==> src/rtl/dequantize_unit_pkg.sv <==
// dequantize_unit_pkg
// Shared definitions for the dequantize unit: FSM state encoding, field
// positions inside the packed params word, and fixed-point constants.
package dequantize_unit_pkg;

    typedef enum logic [1:0] {
        IDLE  = 2'd0,
        RUN   = 2'd1,
        DRAIN = 2'd2,
        DONE  = 2'd3
    } state_t;

    // params word layout: [31:16] unsigned scale Q8.8, [15:0] signed zero point
    localparam int SCALE_MSB  = 31;
    localparam int SCALE_LSB  = 16;
    localparam int ZP_MSB     = 15;
    localparam int ZP_LSB     = 0;

    // Fractional bits of the Q8.8 scale
    localparam int SCALE_FRAC = 8;

    // Width of one packed int8 element
    localparam int BYTE_W     = 8;

endpackage

==> src/rtl/dequantize_unit_unpacker.sv <==
// byte_unpacker
// Holds one packed 32-bit input word and issues its int8 elements one per
// unstalled cycle, byte0 first. Only the first last_idx+1 bytes of a word
// are issued, so the tail of a partial final word is discarded.
// Ports:
//   clk, rst_n   clock, synchronous active-low reset
//   load         capture word (only asserted while empty)
//   word         packed input word
//   last_idx     index of the last byte of word to issue (0..3)
//   stall        downstream pipeline is frozen this cycle
//   byte_valid   an unissued byte is held
//   byte_data    current byte
//   issue        byte is handed to the pipeline this cycle
//   empty        no unissued byte held
module byte_unpacker
    import dequantize_unit_pkg::*;
(
    input  logic        clk,
    input  logic        rst_n,
    input  logic        load,
    input  logic [31:0] word,
    input  logic [1:0]  last_idx,
    input  logic        stall,
    output logic        byte_valid,
    output logic [7:0]  byte_data,
    output logic        issue,
    output logic        empty
);

    logic [31:0] word_q;
    logic [1:0]  idx;
    logic [1:0]  last_q;
    logic        has_data;

    assign byte_valid = has_data;
    assign empty      = !has_data;
    assign issue      = has_data && !stall;
    assign byte_data  = word_q[idx*BYTE_W +: BYTE_W];

    always_ff @(posedge clk) begin
        if (!rst_n) begin
            has_data <= 1'b0;
            idx      <= 2'd0;
        end else if (load) begin
            has_data <= 1'b1;
            idx      <= 2'd0;
        end else if (issue) begin
            if (idx == last_q) begin
                has_data <= 1'b0;
            end else begin
                idx <= idx + 2'd1;
            end
        end
    end

    always_ff @(posedge clk) begin
        if (load) begin
            word_q <= word;
            last_q <= last_idx;
        end
    end

endmodule

==> src/rtl/dequantize_unit.sv <==
// dequantize_unit
// Converts a packed int8 stream into signed fixed-point values:
//   out = ((sext(q) - zero_point) * scale) << (OUT_FRAC - 8)
// A job is launched by start in IDLE with params/size latched; the input
// stream carries four elements per word, byte0 first.
// Optional feature: define DEQUANT_SAT_EN to saturate results to the signed
// 32-bit range; otherwise the low 32 bits are kept (wrap).
// Ports:
//   clk, rst_n                  clock, synchronous active-low reset
//   start                       job launch (sampled only in IDLE)
//   params                      [31:16] scale Q8.8, [15:0] signed zero point
//   size                        element count of the job
//   in_data/in_valid/in_ready   packed int8 input stream
//   out_data/out_valid/out_ready result stream, signed Q(32-OUT_FRAC).OUT_FRAC
//   busy                        high in every state except IDLE
//   done                        one-cycle completion pulse
module dequantize_unit
    import dequantize_unit_pkg::*;
#(
    parameter int OUT_FRAC = 16
)
(
    input  logic        clk,
    input  logic        rst_n,
    input  logic        start,
    input  logic [31:0] params,
    input  logic [31:0] size,
    input  logic [31:0] in_data,
    input  logic        in_valid,
    output logic        in_ready,
    output logic [31:0] out_data,
    output logic        out_valid,
    input  logic        out_ready,
    output logic        busy,
    output logic        done
);

    localparam int SHIFT = OUT_FRAC - SCALE_FRAC;
    localparam int RES_W = 33 + SHIFT;

    state_t      state, state_next;
    logic [31:0] params_q, size_q;
    logic [31:0] words_acc, issue_cnt, words_total;
    logic        last_word, load, stall, last_issue;
    logic [1:0]  last_idx;
    logic        byte_valid, issue, empty;
    logic [7:0]  byte_data;

    logic                    vld_p1;
    logic signed [16:0]      diff_p1;
    logic signed [32:0]      prod;
    logic signed [RES_W-1:0] res;

    function automatic logic [31:0] fit_res(input logic signed [RES_W-1:0] r);
`ifdef DEQUANT_SAT_EN
        logic signed [RES_W-1:0] max_v;
        logic signed [RES_W-1:0] min_v;
        max_v = RES_W'(64'sh7FFFFFFF);
        min_v = RES_W'(-64'sh80000000);
        if (r > max_v) begin
            return 32'h7FFFFFFF;
        end else if (r < min_v) begin
            return 32'h80000000;
        end
        return 32'(r);
`else
        return 32'(r);
`endif
    endfunction

    // A partial final word carries size[1:0] valid bytes
    assign words_total = (size_q >> 2) + {31'd0, |size_q[1:0]};
    assign last_word   = (words_acc == words_total - 32'd1);
    assign last_idx    = (last_word && size_q[1:0] != 2'd0) ? size_q[1:0] - 2'd1 : 2'd3;
    assign stall       = out_valid && !out_ready;
    assign in_ready    = (state == RUN) && empty && (words_acc < words_total);
    assign load        = in_valid && in_ready;
    assign last_issue  = issue && (issue_cnt == size_q - 32'd1);
    assign busy        = (state != IDLE);
    assign done        = (state == DONE);

    always_ff @(posedge clk) begin
        if (!rst_n) begin
            state <= IDLE;
        end else begin
            state <= state_next;
        end
    end

    always_comb begin
        state_next = state;
        case (state)
            IDLE:    if (start) state_next = (size == 32'd0) ? DONE : RUN;
            RUN:     if (last_issue) state_next = DRAIN;
            // With stage 1 empty, the result leaving stage 2 is the last one
            DRAIN:   if (out_valid && out_ready && !vld_p1) state_next = DONE;
            DONE:    state_next = IDLE;
            default: state_next = IDLE;
        endcase
    end

    always_ff @(posedge clk) begin
        if (!rst_n) begin
            params_q  <= 32'd0;
            size_q    <= 32'd0;
            words_acc <= 32'd0;
            issue_cnt <= 32'd0;
        end else if (state == IDLE && start) begin
            params_q  <= params;
            size_q    <= size;
            words_acc <= 32'd0;
            issue_cnt <= 32'd0;
        end else begin
            if (load)  words_acc <= words_acc + 32'd1;
            if (issue) issue_cnt <= issue_cnt + 32'd1;
        end
    end

    byte_unpacker u_unpacker (
        .clk        (clk),
        .rst_n      (rst_n),
        .load       (load),
        .word       (in_data),
        .last_idx   (last_idx),
        .stall      (stall),
        .byte_valid (byte_valid),
        .byte_data  (byte_data),
        .issue      (issue),
        .empty      (empty)
    );

    // Stage 1: subtract zero point
    always_ff @(posedge clk) begin
        if (!rst_n) begin
            vld_p1 <= 1'b0;
        end else if (!stall) begin
            vld_p1 <= byte_valid;
        end
    end

    always_ff @(posedge clk) begin
        if (!stall) begin
            diff_p1 <= {{9{byte_data[7]}}, byte_data}
                     - {params_q[ZP_MSB], params_q[ZP_MSB:ZP_LSB]};
        end
    end

    // Low 33 bits of the unsigned product equal the signed product; the
    // true value always fits in 33 bits.
    assign prod = {{16{diff_p1[16]}}, diff_p1} * {17'd0, params_q[SCALE_MSB:SCALE_LSB]};
    assign res  = RES_W'(prod) <<< SHIFT;

    // Stage 2: scale, align and fit to 32 bits
    always_ff @(posedge clk) begin
        if (!rst_n) begin
            out_valid <= 1'b0;
            out_data  <= 32'd0;
        end else if (!stall) begin
            out_valid <= vld_p1;
            out_data  <= fit_res(res);
        end
    end

endmodule
==> config.mk <==
export PLATFORM = sky130hd
export DESIGN_NAME = dequantize_unit
export DESIGN_NICKNAME = d
export VERILOG_FILES = /design/src/rtl/dequantize_unit_pkg.sv /design/src/rtl/dequantize_unit_unpacker.sv /design/src/rtl/dequantize_unit.sv
export SDC_FILE = /design/constraint.sdc
export NUM_CORES = 1
export LEC_CHECK = 0
export CELL_PAD_IN_SITES_DETAIL_PLACEMENT = 1
export CELL_PAD_IN_SITES_GLOBAL_PLACEMENT = 1
export CORE_UTILIZATION = 50
export DETAILED_ROUTE_END_ITERATION = 8
export HOLD_SLACK_MARGIN = 0.1
export PLACE_DENSITY = 0.89
export SYNTH_ARGS = -nofsm -noshare
export SYNTH_HDL_FRONTEND = slang
export SYNTH_SLANG_ARGS = --single-unit
==> constraint.sdc <==
create_clock -name clk -period 15.4 [get_ports clk]
set_input_delay 3.08 -clock clk [delete_from_list [all_inputs] [get_ports clk]]
set_output_delay 3.08 -clock clk [all_outputs]
set_load 0.01 [all_outputs]
==> results.json, run 1 <==
{
  "crit_required_ps": 12320,
  "dominant_flop_cell": "sky130_fd_sc_hd__dfxtp_1",
  "sh_comb_area_pct": 61.9,
  "ys_cells": 2447,
  "postCtsResizedCells": 0,
  "worst-setup-path-type": "register to output pin",
  "power_density_nw_per_um2": 195,
  "netlist_top_cells_area": "sky130_fd_sc_hd__fa_1 (18%), sky130_fd_sc_hd__dfxtp_1 (15%), sky130_fd_sc_hd__ha_1 (7.5%), sky130_fd_sc_hd__edfxtp_1 (7.4%), sky130_fd_sc_hd__nand2_1 (6.8%)",
  "slowest_cell_on_crit_path": "sky130_fd_sc_hd__clkdlybuf4s50_1",
  "synthMostInstantiatedCell": "sky130_fd_sc_hd__nand2_1",
  "achievable-frequency_mhz": 112,
  "cp-start-kind": "register",
  "ys_warn_count": 0,
  "worst_hold_path_type": "register to register",
  "synth_flop_count": 210,
  "finalHoldViolCount": 0,
  "vias_after_detailed_routing": 18200,
  "clock_period_minus_final_worst_setup_slack_ps": 8960,
  "layout.non_clock_inverters": 314,
  "timing.critical_path.depth": 20,
  "timing.critical_path.mode_cell": "sky130_fd_sc_hd__ha_1",
  "grt_max_degree": 104,
  "outcome": "finished clean",
  "placement_rows": 74,
  "grt_pass1_vias": 20400,
  "ff2ff_path_depth": 19,
  "route.final.wire_length_um": 70900,
  "period_utilisation_layout_pct": 58.2,
  "cp.buffers_inverters": 5,
  "post_drt_wl_per_cell_um": 23.3,
  "drv.max_cap_violation_count": 0,
  "post_synthesis_share_of_cell_area_spent_on_and_or_nand_and_nor_gates_pct": 21.7,
  "max_slew.worst_pin.slew_ps": 1260,
  "hold_path_startpoint": "params_q[6]",
  "drive_gt1_share_pct": 3.71,
  "fillCellCount": 4831,
  "timing.hold.worst_path_depth": 2,
  "crit_family": "adder cells",
  "floorplan.die_area_um2": 42400,
  "worstHoldEndpoint": "params_q[6]",
  "antennaDiodeCount": 2,
  "yosysChipArea_um2": 20800,
  "avgViaCountPerCell": 5.98,
  "ys_seq_share_pct": 22.7,
  "synth.avg_cell_area_um2": 8.50,
  "multiInputGateArea_um2": 14400,
  "clock_pin_slew_on_the_worst_setup_and_hold_paths_ps": 60,
  "common_cells": "sky130_fd_sc_hd__nand2_1 (374), sky130_fd_sc_hd__inv_1 (314), sky130_fd_sc_hd__fa_1 (190)",
  "critical_path.endpoint": "in_ready",
  "critical_path_cell_sequence": "inv_1, ha_1, inv_1, ha_1, ha_1, nand4_1, nor4_2, buf_4, nand2_1, xor2_1, ha_1, a21o_1, a21oi_1, nor2b_1, o21ai_0, a21oi_1, o31a_1, buf_4, nor2b_1, clkdlybuf4s50_1",
  "remaining_number_of_nets_flagged_by_the_antenna_check_after_routing": 0,
  "fp_util_pct": 50.8,
  "number_of_max_slew_violations_in_the_final_report": 0,
  "detailedRoute.firstPassIterationCount": 5,
  "tritoncts": "built",
  "r2r_start": "params_q[26]",
  "worst-path-max-fanout": 23,
  "fin_tns_setup_ps": 0,
  "buffers": 141,
  "fin_worst_skew_ps": 26.1,
  "max_stage_delay_ps": 550,
  "synth.top_cell.area_share_pct": 18.3,
  "nets": 2899,
  "biggestCellCategory": "multi-input combinational cells",
  "design.core.area_um2": 40900,
  "synth-edff-count": 51,
  "yosys.area_share.adder_pct": 25.8,
  "timing.reg2reg.setup_slack_ps": 8300,
  "ff_count": 210,
  "antenna_found_initial": 2,
  "place.detailed.hpwl_um": 53000,
  "warnings": 32,
  "routabilityCongestion": 0.905,
  "synth.largest_area_cell": "sky130_fd_sc_hd__fa_1",
  "setup_viol": 0,
  "clock_buffer_depth": 3,
  "nWellTaps": 532,
  "lay_top_cells": "sky130_fd_sc_hd__nand2_1 (372), sky130_fd_sc_hd__inv_1 (314), sky130_fd_sc_hd__fa_1 (190)",
  "worst_r2r_endpoint": "out_data[31]",
  "area_share_nonclk_buffers_pct": 5.92
}
## run 1: power by group
part / switching, µW / total (µW) / leakage, µW / internal (µW)
logic: 1750 / 2930 / 0.00742 / 1180
registers: 251 / 934 / 0.00178 / 683
clock network: 276 / 656 / 0.000441 / 380
total: 2280 / 4520 / 0.00964 / 2240
## run 1: stage by stage
step                area [µm²]  std cells  setup slack, ps  hold WS (ps)  util [%]
floorplan                20800       2454             8500           443         -
global route             23200       3039             6070           498      56.7
detailed placement       22300       2987             7070           463      54.5
CTS                      23200       3037             6430           473      56.7
global placement         22300       2987             7290           452      54.5
finish                   23200       3039             6440           480      56.7
## run 1: metal layers
metal,part of all wire [%],track usage [%]
met1,36,36.4
met2,52,63.9
met3,5.5,5.31
met4,5.8,17.5
met5,0.018,0
### Track usage over the die, run 1

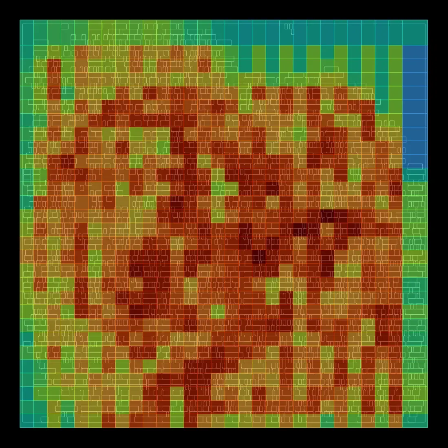
global-route usage over all layers: 34.0%
global routing's busiest layer: met2
GR Util met1: 36.4%
met2 track demand over resource: 63.9%
final core utilization: 56.7%

### Placed cells, one color a class, run 1

The bar under the picture is 50 µm long.
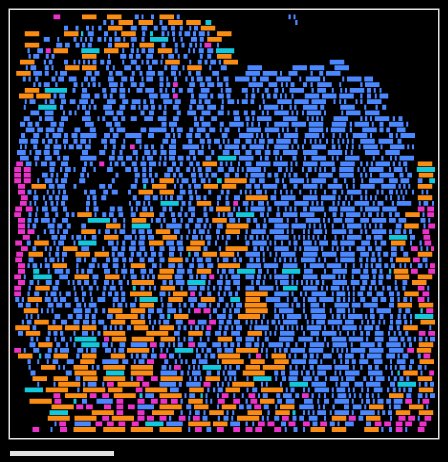
[flip-flops] orange | cells: 210 | share of their area: 21%
[other buffers and delay cells] magenta | cells: 141 | share of their area: 6.1%
[clock drivers and dummy loads] cyan | cells: 50 | share of their area: 4.0%
[all other logic] blue | cells: 2104 | share of their area: 69%

### PDN straps and rails, run 1

Pins as bars on the die edge. Tap cells in gray.
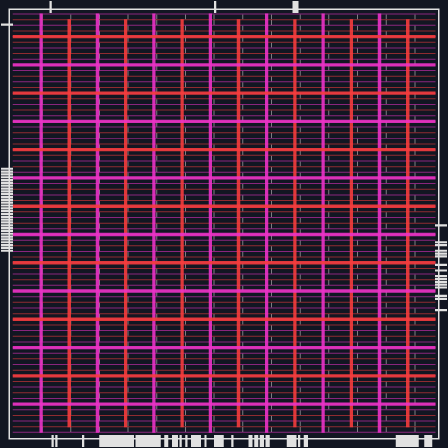
[VSS] magenta
[VDD] red
tap cells: 532
met4 straps: 14
met5 straps: 14
Die W: 206 µm
highest ir drop seen on vdd: 0.173 mV

### Where the registers sit, run 1

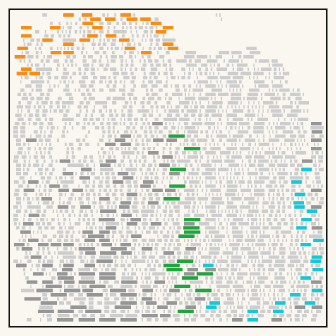
[words_acc] orange | flops: 32
[diff_p1] green | flops: 17
[out_data] cyan | flops: 24 | where: lower right
FF+latch area: 4710 µm²
sequential power: 934 µW
fraction of area in registers: 20.3%

### Clock network drawn from the DEF, run 1

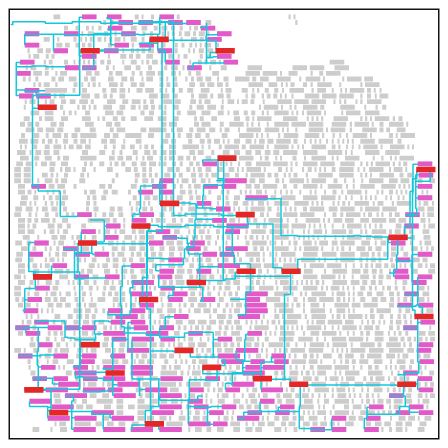

==> run 2: changes to the inputs <==
- CORE_UTILIZATION: 50 -> 47
- PLACE_DENSITY: 0.89 -> 0.85
- clock period: 15.4 -> 9.1 ns (I/O delays scaled with it)
### Clock network drawn from the DEF, run 2

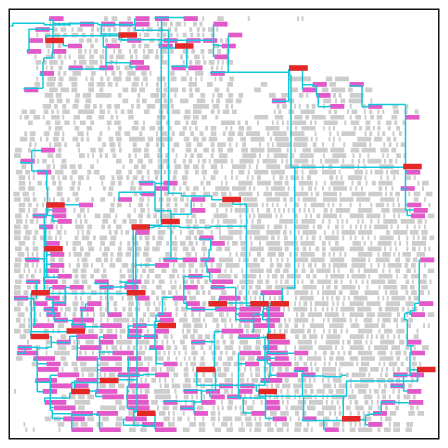
[cells driving clock nets] red | count: 26
[clock wires] cyan | length: 3300 µm
[flip-flops] magenta | count: 210
routed clock nets: 27

==> results.json, run 2 <==
{
  "outcome": "finished clean",
  "synth.largest_area_cell": "sky130_fd_sc_hd__fa_1",
  "postCtsResizedCells": 0,
  "avgViaCountPerCell": 5.73,
  "antenna_found_initial": 1,
  "pwr-share-seq_pct": 21.0,
  "route.final.wire_length_um": 65800,
  "ys_seq_share_pct": 22.7,
  "worst_hold_path_type": "register to register",
  "timing.critical_path.depth": 17,
  "yosysChipArea_um2": 20800,
  "fillCellCount": 5177,
  "clock_period_minus_final_worst_setup_slack_ps": 7580,
  "crit_required_ps": 7280,
  "period_utilisation_layout_pct": 83.3,
  "clock_power_share_pct": 13.9,
  "detailedRoute.firstPassIterationCount": 5,
  "synth_flop_count": 210,
  "placed_instances": 3039,
  "common_cells": "sky130_fd_sc_hd__nand2_1 (374), sky130_fd_sc_hd__inv_1 (314), sky130_fd_sc_hd__fa_1 (190)",
  "placement_rows": 76,
  "cellInternalPower_uw": 3720,
  "chipWidth_um": 212,
  "warnings": 30,
  "floorplan.die_area_um2": 45100,
  "sequential_cell_area_um2": 4710,
  "post_synthesis_share_of_cell_area_spent_on_and_or_nand_and_nor_gates_pct": 21.7,
  "vias_after_detailed_routing": 17700,
  "fp_util_pct": 48.0,
  "cp-start-kind": "register",
  "met3_wirelength_um": 2360,
  "fin_worst_skew_ps": 15.8,
  "lay_top_cells": "sky130_fd_sc_hd__nand2_1 (372), sky130_fd_sc_hd__inv_1 (314), sky130_fd_sc_hd__fa_1 (190)",
  "synthMostInstantiatedCell": "sky130_fd_sc_hd__nand2_1",
  "dpl_cell_area_um2": 22400,
  "slowest_cell_on_crit_path": "sky130_fd_sc_hd__clkdlybuf4s50_1",
  "synth.avg_cell_area_um2": 8.50,
  "ys_warn_count": 0,
  "timing.hold.ws_ps": 470,
  "timing.reg2reg.setup_slack_ps": 2300,
  "drv.max_cap_violation_count": 0,
  "tritoncts": "built",
  "remaining_number_of_nets_flagged_by_the_antenna_check_after_routing": 0,
  "switching_power_uw": 3660,
  "drive_gt1_share_pct": 3.52,
  "layout.cell_area.non_filler_um2": 23200,
  "power_density_nw_per_um2": 318,
  "final.setup.worst_slack_ps": 1520,
  "synth-edff-count": 51,
  "max_stage_delay_ps": 540,
  "design.core.area_um2": 43400
}
## run 2: cell type report
cell class | count | share of cell area (%)
multi-input combinational | 1790 | 61.9
sequential | 210 | 20.3
timing repair buffer | 140 | 5.90
inverter | 314 | 5.08
clock buffer | 38 | 3.19
tap | 585 | 3.15
clock inverter | 10 | 0.437
## run 2: layer usage
| layer | GRT usage, % | vias up |
|---|---|---|
| met3 | 3.44 | 179 |
| met4 | 13.9 | 0 |
| met1 | 34.5 | 8984 |
| met2 | 56.2 | 452 |
| li1 | - | 8088 |
| met5 | 0 | - |
## run 2: power by group through the flow
stage / clock, µW / combinational, µW / sequential [µW]
floorplan: 0 / 3530 / 1270
global placement: 0 / 4430 / 1530
detailed placement: 0 / 4740 / 1550
CTS: 1050 / 4810 / 1540
global route: 1080 / 5390 / 1570
finish: 1030 / 4800 / 1550
### Placed cells, one color a class, run 2

The bar under the picture is 50 µm long.
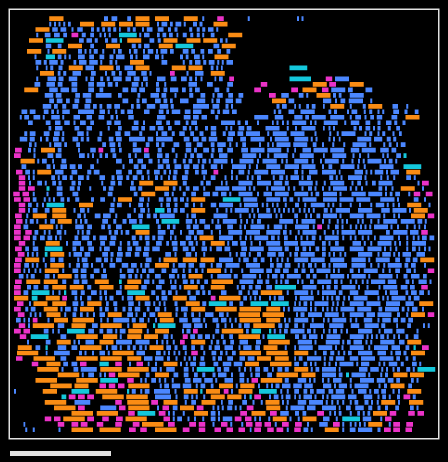

==> run 3: changes to the inputs <==
- CORE_UTILIZATION: 47 -> 42
- PLACE_DENSITY: 0.85 -> 0.8
- clock period: 9.1 -> 6.5 ns (I/O delays scaled with it)
### Placed cells, one color a class, run 3

The bar under the picture is 50 µm long.
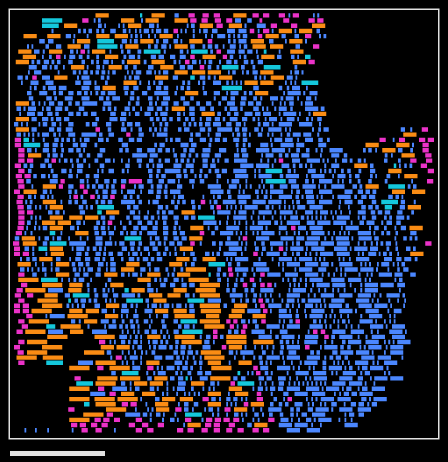
[all other logic] blue | cells: 2104 | share of their area: 68%
[clock drivers and dummy loads] cyan | cells: 48 | share of their area: 4.0%
[other buffers and delay cells] magenta | cells: 192 | share of their area: 7.7%
[flip-flops] orange | cells: 210 | share of their area: 20%
num rows: 81
final core utilization: 48.8%
final std cell area, no fill: 23900 µm²
fraction of area in registers: 19.8%
area of the placeable core: 48800 µm²

==> results.json, run 3 <==
{
  "cp.buffers_inverters": 5,
  "remaining_number_of_nets_flagged_by_the_antenna_check_after_routing": 0,
  "ff2ff_path_depth": 20,
  "clock_buffer_depth": 3,
  "preCtsSetupSlack_ps": 138,
  "tritoncts": "built",
  "total_number_of_multi_input_combinational_cells": 1790,
  "fin_tns_setup_ps": 0,
  "achievable-frequency_mhz": 160,
  "synth.top_cell.area_share_pct": 18.3,
  "antennaDiodeCount": 0,
  "timing.hold.ws_ps": 461,
  "power_leader": "combinational logic",
  "cellInternalPower_uw": 5380,
  "outcome": "finished clean",
  "floorplan.die_area_um2": 50400,
  "ff_count": 210,
  "clock_pin_slew_on_the_worst_setup_and_hold_paths_ps": 60,
  "grtUsageMet2_pct": 48.1,
  "grtUsageTotal_pct": 26.2,
  "final-clk-cell-share_pct": 3.89,
  "grt_most_used_layer": "met2",
  "buffers": 192,
  "fillCellCount": 5868,
  "worst-setup-path-type": "register to register",
  "grt_pass1_vias": 19400,
  "dominant_flop_cell": "sky130_fd_sc_hd__dfxtp_1",
  "nets": 2949,
  "placed_instances": 3164,
  "layout.clock_buffers": 28,
  "ys_warn_count": 0,
  "dpl_cell_area_um2": 22800,
  "vias_after_detailed_routing": 17600,
  "hold_path_startpoint": "out_data[26]",
  "area_share_nonclk_buffers_pct": 7.42,
  "place.detailed.hpwl_um": 51600,
  "lay_top_cells": "sky130_fd_sc_hd__nand2_1 (372), sky130_fd_sc_hd__inv_1 (314), sky130_fd_sc_hd__fa_1 (190)",
  "netlist_top_cells_area": "sky130_fd_sc_hd__fa_1 (18%), sky130_fd_sc_hd__dfxtp_1 (15%), sky130_fd_sc_hd__ha_1 (7.5%), sky130_fd_sc_hd__edfxtp_1 (7.4%), sky130_fd_sc_hd__nand2_1 (6.8%)",
  "sequential_cell_area_um2": 4720,
  "nWellTaps": 664
}
run 3: kinds of logic (layout without fill, tap and decap cells):
| kind of cell | after synthesis | after routing | synth area share (%) |
|---|---|---|---|
| fa+ha+maj | 314 | 314 | 25.8 |
| compound gates | 328 | 328 | 10.9 |
| buf+inv | 454 | 554 | 8.46 |
| xor+xnor | 201 | 201 | 8.80 |
| simple gates | 915 | 915 | 21.7 |
| mux | 24 | 24 | 1.65 |
| other cells | 1 | 8 | 0.0180 |
| flops | 210 | 210 | 22.7 |
run 3: worst max-delay path by stage:
stage                   endpoint  slack, ps  cells past startpoint
detailed placement  out_data[31]        140                     20
floorplan           out_data[31]        480                     20
CTS                     in_ready         70                     19
global route        out_data[31]         -5                     20
finish              out_data[31]        250                     20
global placement    out_data[31]        290                     20
Power figures rest on the tool's default switching activity, not on a simulated workload.
